### config.mk
export PLATFORM = sky130hd
export DESIGN_NAME = booth_host_if_flat
export DESIGN_NICKNAME = d
export VERILOG_FILES = /design/src/rtl/booth_pkg.sv /design/src/rtl/booth_host_if_if.sv /design/src/rtl/booth_timeout_ctr.sv /design/src/rtl/booth_host_if.sv /design/src/flat_wrapper.sv
export SDC_FILE = /design/constraint.sdc
export NUM_CORES = 1
export LEC_CHECK = 0
export CAP_MARGIN = 30
export CORE_MARGIN = 2
export CORE_UTILIZATION = 50
export CTS_CLUSTER_DIAMETER = 50
export DETAILED_ROUTE_END_ITERATION = 7
export GPL_ROUTABILITY_DRIVEN = 0
export GPL_TIMING_DRIVEN = 0
export MAX_ROUTING_LAYER = met4
export PLACE_DENSITY = 0.84
export SYNTH_ARGS = -nofsm -noshare
export SYNTH_HDL_FRONTEND = slang
export SYNTH_SLANG_ARGS = --single-unit
### constraint.sdc
create_clock -name clk -period 2.1 [get_ports clk]
set_input_delay 0.42 -clock clk [delete_from_list [all_inputs] [get_ports clk]]
set_output_delay 0.42 -clock clk [all_outputs]
set_load 0.005 [all_outputs]
### src/rtl/booth_pkg.sv
// Shared types and constants for the Booth multiplier host adapter.
// Operand width and FSM state encoding live here.
package booth_pkg;

  localparam int W  = 8;
  localparam int PW = 2 * W;
  localparam int CW = $clog2(256);

  typedef enum logic [2:0] {
    S_IDLE,
    S_LOAD_X,
    S_LOAD_Y,
    S_WAIT,
    S_HOLD
  } state_t;

endpackage

### src/rtl/booth_host_if_if.sv
// Host-side valid/ready ports of the Booth adapter.
// The master side supplies operands and consumes products.
interface booth_host_if_if;
  import booth_pkg::*;

  logic          in_valid;
  logic          in_ready;
  logic [W-1:0]  in_x;
  logic [W-1:0]  in_y;
  logic          out_valid;
  logic          out_ready;
  logic [PW-1:0] out_prod;
  logic          out_err;

  modport master (
    output in_valid,
    output in_x,
    output in_y,
    output out_ready,
    input  in_ready,
    input  out_valid,
    input  out_prod,
    input  out_err
  );

  modport slave (
    input  in_valid,
    input  in_x,
    input  in_y,
    input  out_ready,
    output in_ready,
    output out_valid,
    output out_prod,
    output out_err
  );

endinterface

### src/rtl/booth_timeout_ctr.sv
// Saturating cycle counter that flags the last cycle
// before a programmable limit is reached.
module booth_timeout_ctr
  import booth_pkg::*;
(
  input  logic          clk,
  input  logic          rst_b,
  input  logic          clr,
  input  logic          en,
  input  logic [CW-1:0] limit,
  output logic          expired
);

  logic [CW-1:0] cnt;

  always_ff @(posedge clk or negedge rst_b) begin
    if (!rst_b) begin
      cnt <= '0;
    end else if (clr) begin
      cnt <= '0;
    end else if (en && (cnt != '1)) begin
      cnt <= cnt + 1'b1;
    end
  end

  assign expired = (cnt == (limit - 1'b1));

endmodule

### src/rtl/booth_host_if.sv
// Host adapter for the serial Booth core: feeds operands on
// bgn/ibus, captures the two obus product bytes, returns them.
module booth_host_if
  import booth_pkg::*;
#(
  parameter int TIMEOUT = 64
) (
  input  logic           clk,
  input  logic           rst_b,
  booth_host_if_if.slave h,
  output logic           bgn,
  output logic [W-1:0]   ibus,
  input  logic [W-1:0]   obus,
  input  logic           stop
);

  state_t        st;
  state_t        nx;
  logic [W-1:0]  y_q;
  logic [W-1:0]  obus_q;
  logic          stop_q;
  logic          in_ready_q;
  logic          out_valid_q;
  logic [PW-1:0] prod_q;
  logic          err_q;
  logic          acc;
  logic          rise;
  logic          expired;

  assign acc  = h.in_valid & in_ready_q;
  assign rise = stop & ~stop_q;

  assign h.in_ready  = in_ready_q;
  assign h.out_valid = out_valid_q;
  assign h.out_prod  = prod_q;
  assign h.out_err   = err_q;

  booth_timeout_ctr u_to (
    .clk     (clk),
    .rst_b   (rst_b),
    .clr     (st == S_LOAD_Y),
    .en      (st == S_WAIT),
    .limit   (CW'(TIMEOUT)),
    .expired (expired)
  );

  always_comb begin
    nx = st;
    unique case (st)
      S_IDLE:   if (acc) nx = S_LOAD_X;
      S_LOAD_X: nx = S_LOAD_Y;
      S_LOAD_Y: nx = S_WAIT;
      S_WAIT:   if (rise || expired) nx = S_HOLD;
      S_HOLD:   if (h.out_ready) nx = S_IDLE;
      default:  nx = S_IDLE;
    endcase
  end

  always_ff @(posedge clk or negedge rst_b) begin
    if (!rst_b) begin
      st          <= S_IDLE;
      y_q         <= '0;
      obus_q      <= '0;
      stop_q      <= 1'b0;
      in_ready_q  <= 1'b0;
      out_valid_q <= 1'b0;
      prod_q      <= '0;
      err_q       <= 1'b0;
      bgn         <= 1'b0;
      ibus        <= '0;
    end else begin
      st          <= nx;
      in_ready_q  <= (nx == S_IDLE);
      out_valid_q <= (nx == S_HOLD);
      bgn         <= (nx == S_LOAD_X);
      if (st == S_IDLE && acc) begin
        y_q <= h.in_y;
      end
      unique case (1'b1)
        (nx == S_LOAD_X): ibus <= h.in_x;
        (nx == S_LOAD_Y): ibus <= y_q;
        default:          ibus <= '0;
      endcase
      // Preloaded high: a stop that is already high on entry
      // is stale, only a low-then-high seen in WAIT counts.
      if (st == S_LOAD_Y) begin
        stop_q <= 1'b1;
        obus_q <= '0;
      end else if (st == S_WAIT) begin
        stop_q <= stop;
        obus_q <= obus;
      end
      if (st == S_WAIT) begin
        if (rise) begin
          prod_q <= {obus_q, obus};
          err_q  <= 1'b0;
        end else if (expired) begin
          prod_q <= '0;
          err_q  <= 1'b1;
        end
      end
    end
  end

endmodule

### src/flat_wrapper.sv
// flat-port wrapper written by rule: the top's interface ports become plain ports
module booth_host_if_flat import booth_pkg::*;
#(
  parameter int TIMEOUT = 64
)
  (clk, rst_b, bgn, ibus, obus, stop, h_in_valid, h_in_x, h_in_y, h_out_ready, h_in_ready, h_out_valid, h_out_prod, h_out_err);
  booth_host_if_if h_i ();
  input  logic clk;
  input  logic rst_b;
  output logic bgn;
  output logic [W-1:0] ibus;
  input  logic [W-1:0] obus;
  input  logic stop;
  input wire logic [$bits(h_i.in_valid)-1:0] h_in_valid;
  input wire logic [$bits(h_i.in_x)-1:0] h_in_x;
  input wire logic [$bits(h_i.in_y)-1:0] h_in_y;
  input wire logic [$bits(h_i.out_ready)-1:0] h_out_ready;
  output wire logic [$bits(h_i.in_ready)-1:0] h_in_ready;
  output wire logic [$bits(h_i.out_valid)-1:0] h_out_valid;
  output wire logic [$bits(h_i.out_prod)-1:0] h_out_prod;
  output wire logic [$bits(h_i.out_err)-1:0] h_out_err;
  assign h_i.in_valid = h_in_valid;
  assign h_i.in_x = h_in_x;
  assign h_i.in_y = h_in_y;
  assign h_i.out_ready = h_out_ready;
  assign h_in_ready = h_i.in_ready;
  assign h_out_valid = h_i.out_valid;
  assign h_out_prod = h_i.out_prod;
  assign h_out_err = h_i.out_err;
  booth_host_if #(.TIMEOUT(TIMEOUT)) u_core (.clk(clk), .rst_b(rst_b), .h(h_i), .bgn(bgn), .ibus(ibus), .obus(obus), .stop(stop));
endmodule
==> flow_summary.ini, run 1 <==
; physical design summary
[cells_and_area]
largest_reg_flops = 16
lay_top_count = dfrtp_1
lay_top_cells = dfrtp_1, clkdlybuf4s50_1, nand2_1, inv_1
nets = 317

[yosys]
ff_type = dfrtp_1
yosysSeqAreaShare = 0.5509
synth_chip_area_um2 = 2544
synthesis.area_um2 = 2544
most_common_cell = dfrtp_1
ys.flops = 56
synthCells = 224
yosysCellCount = 224

[clocking]
clk_path_buf_depth = 2
cts_buffers = 5
post_cts_buffers = 0
cts.sinks = 56
ctsHoldBuffers = 0

[pwr]
clockPowerShare = 0.190
ir_worst_vdd_mv = 0.5616

[run_status]
outcome = finished, final reports clean

[sta]
fmax_ghz = 0.5606
slew_headroom = 0.3059
slew_violations = 0

[detailed_routing]
first_pass_iters = 4
drt_iter0_drc = 144

[critical_path]
critPathRequiredTime_ns = 2.28
crit_family = flip-flops
worstSetupEndpointType = flop
path_class = reg2reg

[min_path]
worst_hold_path_type = in2async

[global_route]
grt_pass1_wl_um = 9170

[placement]
dp_cells = 347

[floorplanning]
fp_util = 0.5281

[flow_run]
tool_warnings = 26
==> run 1: per-layer routing <==
layer,vias up,wire (um),track usage,part of all wire
met5,-,0,-,0
met4,0,70,0.04873,0.012
met3,9,243,0.04233,0.042
met2,56,2827,0.3382,0.49
met1,992,2622,0.2952,0.45
li1,958,-,-,-
==> run 1: power groups by stage <==
stage               logic, uW  clock network [uW]  registers, uW
floorplan                 918                   0           1530
global placement         1390                   0           1550
detailed placement       1450                   0           1570
CTS                      1460                 719           1550
global route             1610                 756           1590
finish                   1450                 705           1560
==> run 1: area by class of cell <==
type / count / area (um^2)
inverter: 19 / 71.32
sequential: 56 / 1401
clock inverter: 3 / 42.54
buffer: 16 / 90.09
clock buffer: 5 / 68.82
tap: 67 / 83.83
multi-input combinational: 133 / 980.9
fill: 381 / 1513
timing repair buffer: 56 / 565.5
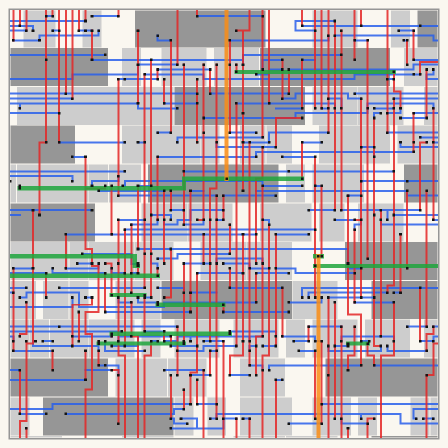
**Above:** run 1 (zoomed window).
Region (23, 8) to (53, 38) um. Cells in grey, sequential cells in the stronger grey; small squares are vias.
green -> met3
blue -> met1
orange -> met4
red -> met2
most frequent = dfrtp_1 (13), nand4b_1 (10), a22o_1 (9)
cells with their middle in the window = 70
netlist names of flops here include = `u_core.obus_q` (6), `u_core.h.out_prod` (4)
sequential cells in the window = 13

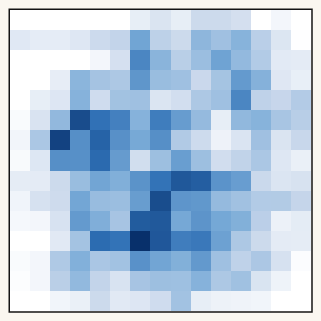
**Above:** run 1 (wiring heat map).
(4 px per um) The die is cut into 15 by 15 equal tiles; white is low, dark blue is high, scaled to the fullest tile. Values are wire area over tile area, all layers added.
tiles over half the peak = 22%
densest ninth of the die = middle
fullest tile = 0.51
emptiest ninth of the die = top left
nearly empty tiles = 11%
mean over tiles = 0.16

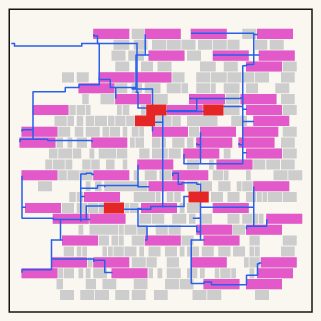
**Above:** run 1 (clock wires, drivers and flops).
(4 px per um)
magenta -> flip-flops  # count 56
red -> cells driving clock nets  # count 5
blue -> clock wires  # length 605 um
flops lie = spread over the die
routed clock nets = 6

**Run 1: logic cells by family**

(8 px per um)
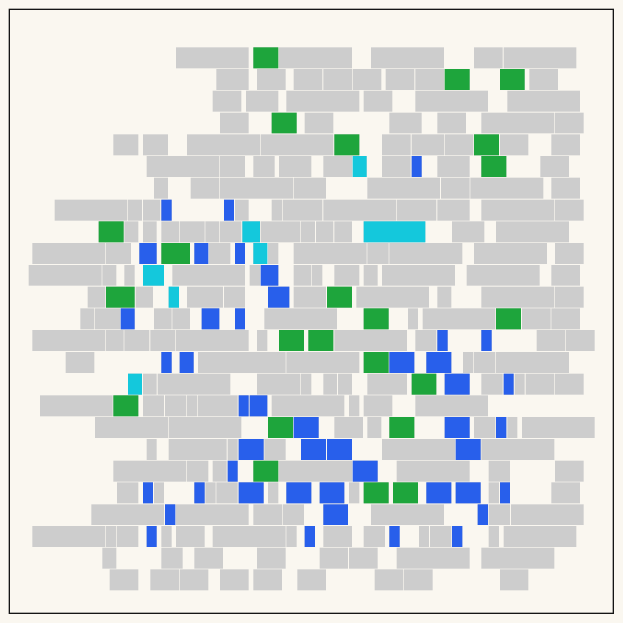

==> inputs of run 2 (changes only) <==
clock period = 1.8 ns   (was 2.1 ns; I/O delays follow)
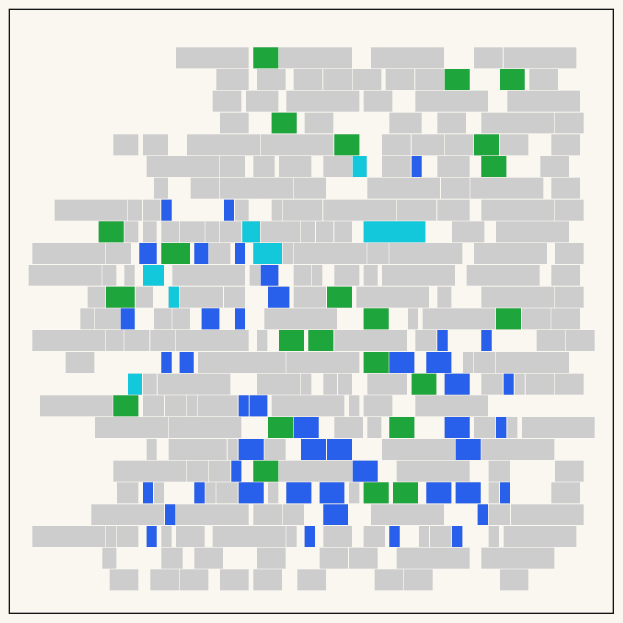
**Above:** run 2 (logic cells by family).
(8 px per um)
blue -> NAND gates  # cells 45
cyan -> NOR gates  # cells 7
green -> AND-OR and OR-AND gates  # cells 23

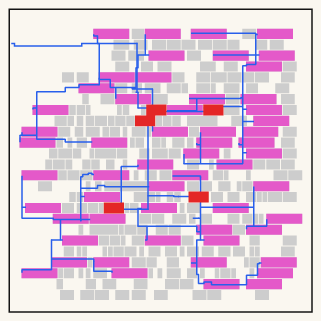
**Above:** run 2 (clock wires, drivers and flops).
(4 px per um)
blue -> clock wires  # length 596 um
red -> cells driving clock nets  # count 5
magenta -> flip-flops  # count 56
routed clock nets = 6
flops lie = spread over the die

==> flow_summary.ini, run 2 <==
; physical design summary
[critical_path]
crit_family = flip-flops
path_class = reg2reg
worstSetupEndpointType = flop
critPathRequiredTime_ns = 1.98

[cells_and_area]
n_clock_buffer = 5
seq-cell-share = 0.4228
flop-count = 56
clkCellAreaFrac = 0.03360
largest_cell_class = flip-flops and latches
largest_reg_flops = 16
sh_comb_area = 0.2982
seq_area_um2 = 1401
layout.area.comb_um2 = 988.4
nets = 317
comb.multi_input.count = 133
lay_top_cells = dfrtp_1, clkdlybuf4s50_1, nand2_1, inv_1
num-fill-cells = 377
final-nonclk-buf-share = 0.1986

[flow_run]
tool_warnings = 26

[detailed_routing]
met2_length_um = 2859
drt_iter0_drc = 146
wl_met1_um = 2550
top_layer_used = met4

[global_route]
met2_usage = 0.3382
grtUsageMet3 = 0.04233
grt_pass1_wl_um = 9170
use_met1 = 0.2952
busiest_layer = met2

[floorplanning]
fp_util = 0.5281
n_tap_cell = 67

[yosys]
yosysSeqAreaShare = 0.5509
most_common_cell = dfrtp_1
synth_chip_area_um2 = 2544
synthCells = 224
ys.flops = 56
synthesis.area_um2 = 2544
ff_type = dfrtp_1

[placement]
dp_cells = 347

[sta]
fmax_ghz = 0.5846
slew_violations = 0
slew_headroom = 0.5534

[clocking]
cts.sinks = 56
clk_path_buf_depth = 2

[pwr]
power-top-group = registers
p_comb_uw = 1700
clockPowerShare = 0.188
pg_clk_uw = 816
pg_seq_uw = 1820

[run_status]
outcome = finished, final reports clean
[run 2: cell counts after synthesis]
Identical to the previous run, type by type.
[run 2: per-stage QoR]
step	total power (uW)	hold WS (ns)	setup TNS [ns]	area (um^2)
3_3_place_gp	3434	0.4676	-76.17	3178
6_report	4335	0.03595	0	3314
5_1_grt	4620	0.07011	0	3314
3_5_place_dp	3518	0.3845	-1.763	3193
2_1_floorplan	2858	0.06441	0	2544
4_1_cts	4346	0.04865	0	3304
[run 2: worst reg2reg max path: stages (launching register included)]
cell and delay [ns]:
dfrtp_1 0.46, ha_2 0.29, nand4_1 0.21, o21ai_1 0.26, clkbuf_4 0.26, o211ai_1 0.11
[run 2: repair_timing]
action,4_1_cts,5_1_grt
setup endpoints to repair,0,17
gates resized,0,3
hold buffers,0,0
**Run 2: zoomed window**

Region (23, 8) to (53, 38) um. Cells in grey, sequential cells in the stronger grey; small squares are vias.
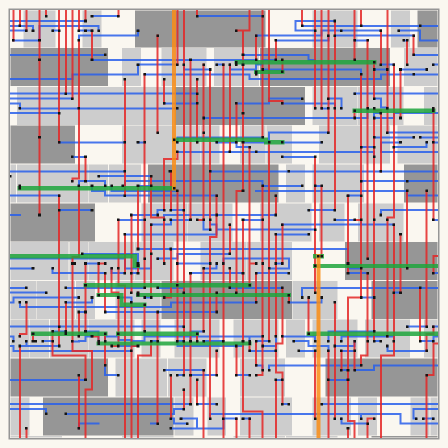

==> inputs of run 3 (changes only) <==
CORE_UTILIZATION = 45   (was 50)
HOLD_SLACK_MARGIN = 0.03   (was not set)
PLACE_DENSITY = 0.8   (was 0.84)
SLEW_MARGIN = 10   (was not set)
clock period = 1.4 ns   (was 1.8 ns; I/O delays follow)
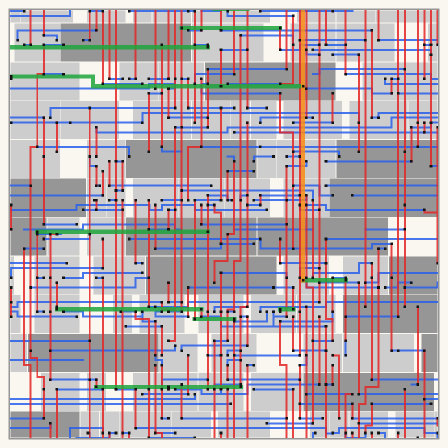
**Above:** run 3 (zoomed window).
Region (25, 9) to (55, 39) um. Cells in grey, sequential cells in the stronger grey; small squares are vias.
red -> met2
green -> met3
orange -> met4
blue -> met1
most frequent = dfrtp_1 (13), nand4b_1 (10), buf_6 (7)
cells with their middle in the window = 71
netlist names of flops here include = `u_core.obus_q` (5), `u_core.h.out_prod` (4)
sequential cells in the window = 13

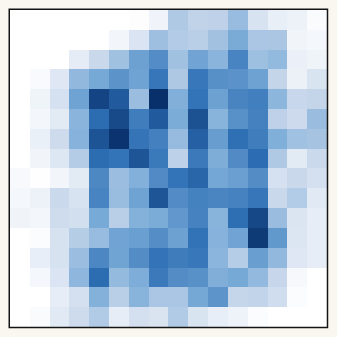
**Above:** run 3 (wiring heat map).
(4 px per um) The die is cut into 16 by 16 equal tiles; white is low, dark blue is high, scaled to the fullest tile. Values are wire area over tile area, all layers added.
mean over tiles = 0.19
tiles over half the peak = 33%
nearly empty tiles = 13%
densest ninth of the die = middle
emptiest ninth of the die = top left

==> flow_summary.ini, run 3 <==
; physical design summary
[clocking]
ctsHoldBuffers = 1
cts.sinks = 56
ctsResizeCount = 68
post_cts_buffers = 26
clk_path_buf_depth = 2

[cells_and_area]
num-fill-cells = 372
seq_area_um2 = 1403
nets = 352
lay_top_cells = dfrtp_1, dlygate4sd2_1, buf_4, clkdlybuf4s50_1, nand2_1
largest_reg_flops = 16

[detailed_routing]
drt_iter0_drc = 188
wl_met1_um = 3084
top_layer_used = met4
dr_wl_met3_um = 268
first_pass_iters = 4
met2_length_um = 3938

[flow_run]
tool_warnings = 29

[yosys]
yosysCellCount = 224
synthCells = 224
yosysSeqAreaShare = 0.5509
synth_chip_area_um2 = 2544
most_common_cell = dfrtp_1
ys.flops = 56
ff_type = dfrtp_1

[sta]
slew_violations = 0
fin_setup_tns_ns = -2.891
hold_ws_ns = 0.4223
finalSetupViolations = 42
fmax_ghz = 0.6335
worst_slack_ns = -0.1785

[global_route]
met2_usage = 0.3898
grt_pass1_wl_um = 11070
grtUsageMet3 = 0.03636
busiest_layer = met2

[pwr]
pg_clk_uw = 962
power_uw = 6315
clockPowerShare = 0.152
ir_worst_vdd_mv = 0.6779
pg_seq_uw = 2330

[run_status]
outcome = finished, violations left
violations = negative setup slack

[placement]
dp_cells = 352
place_area_um2 = 3217

[floorplanning]
fp_util = 0.4648

[critical_path]
crit_family = buffers and inverters

[min_path]
worst_hold_path_type = in2reg
==> run 3: cell counts after synthesis <==
Identical to the previous run, type by type.
==> run 3: logic make-up after synthesis <==
group,count (synthesis)
AND-OR/OR-AND,59
buffers and inverters,35
multiplexers,9
AND/OR/NAND/NOR,64
adder cells (fa/ha/maj),1
flip-flops,56
==> run 3: cell type report <==
| cell class | count | share of cell area |
|---|---|---|
| Buffer | 15 | 0.03441 |
| Clock buffer | 6 | 0.02163 |
| Clock inverter | 2 | 0.003933 |
| Inverter | 19 | 0.01868 |
| Multi-Input combinational cell | 133 | 0.3032 |
| Sequential cell | 56 | 0.3674 |
| Tap cell | 72 | 0.02360 |
| Timing Repair Buffer | 92 | 0.2271 |

==> notes/layouts.md <==
Pictures saved along the way, in no particular order.

Track usage over the die.
shot_01.png
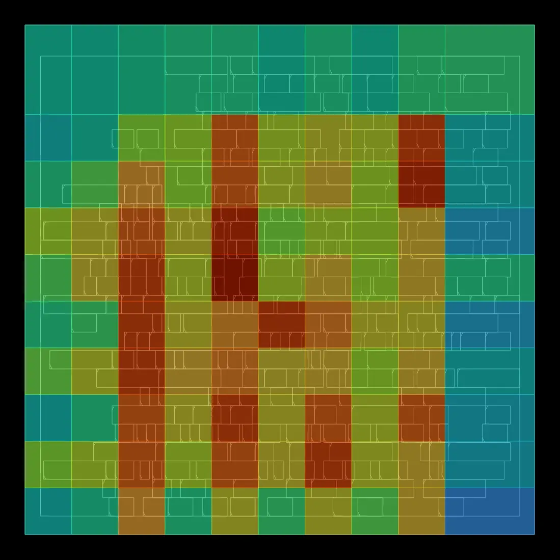
shot_02.png
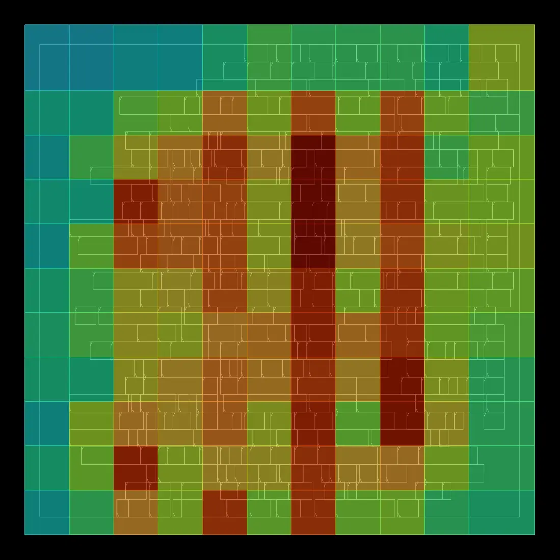
shot_01.png is run 2.
shot_02.png is run 3.

Power figures rest on the tool's default switching activity, not on a simulated workload.
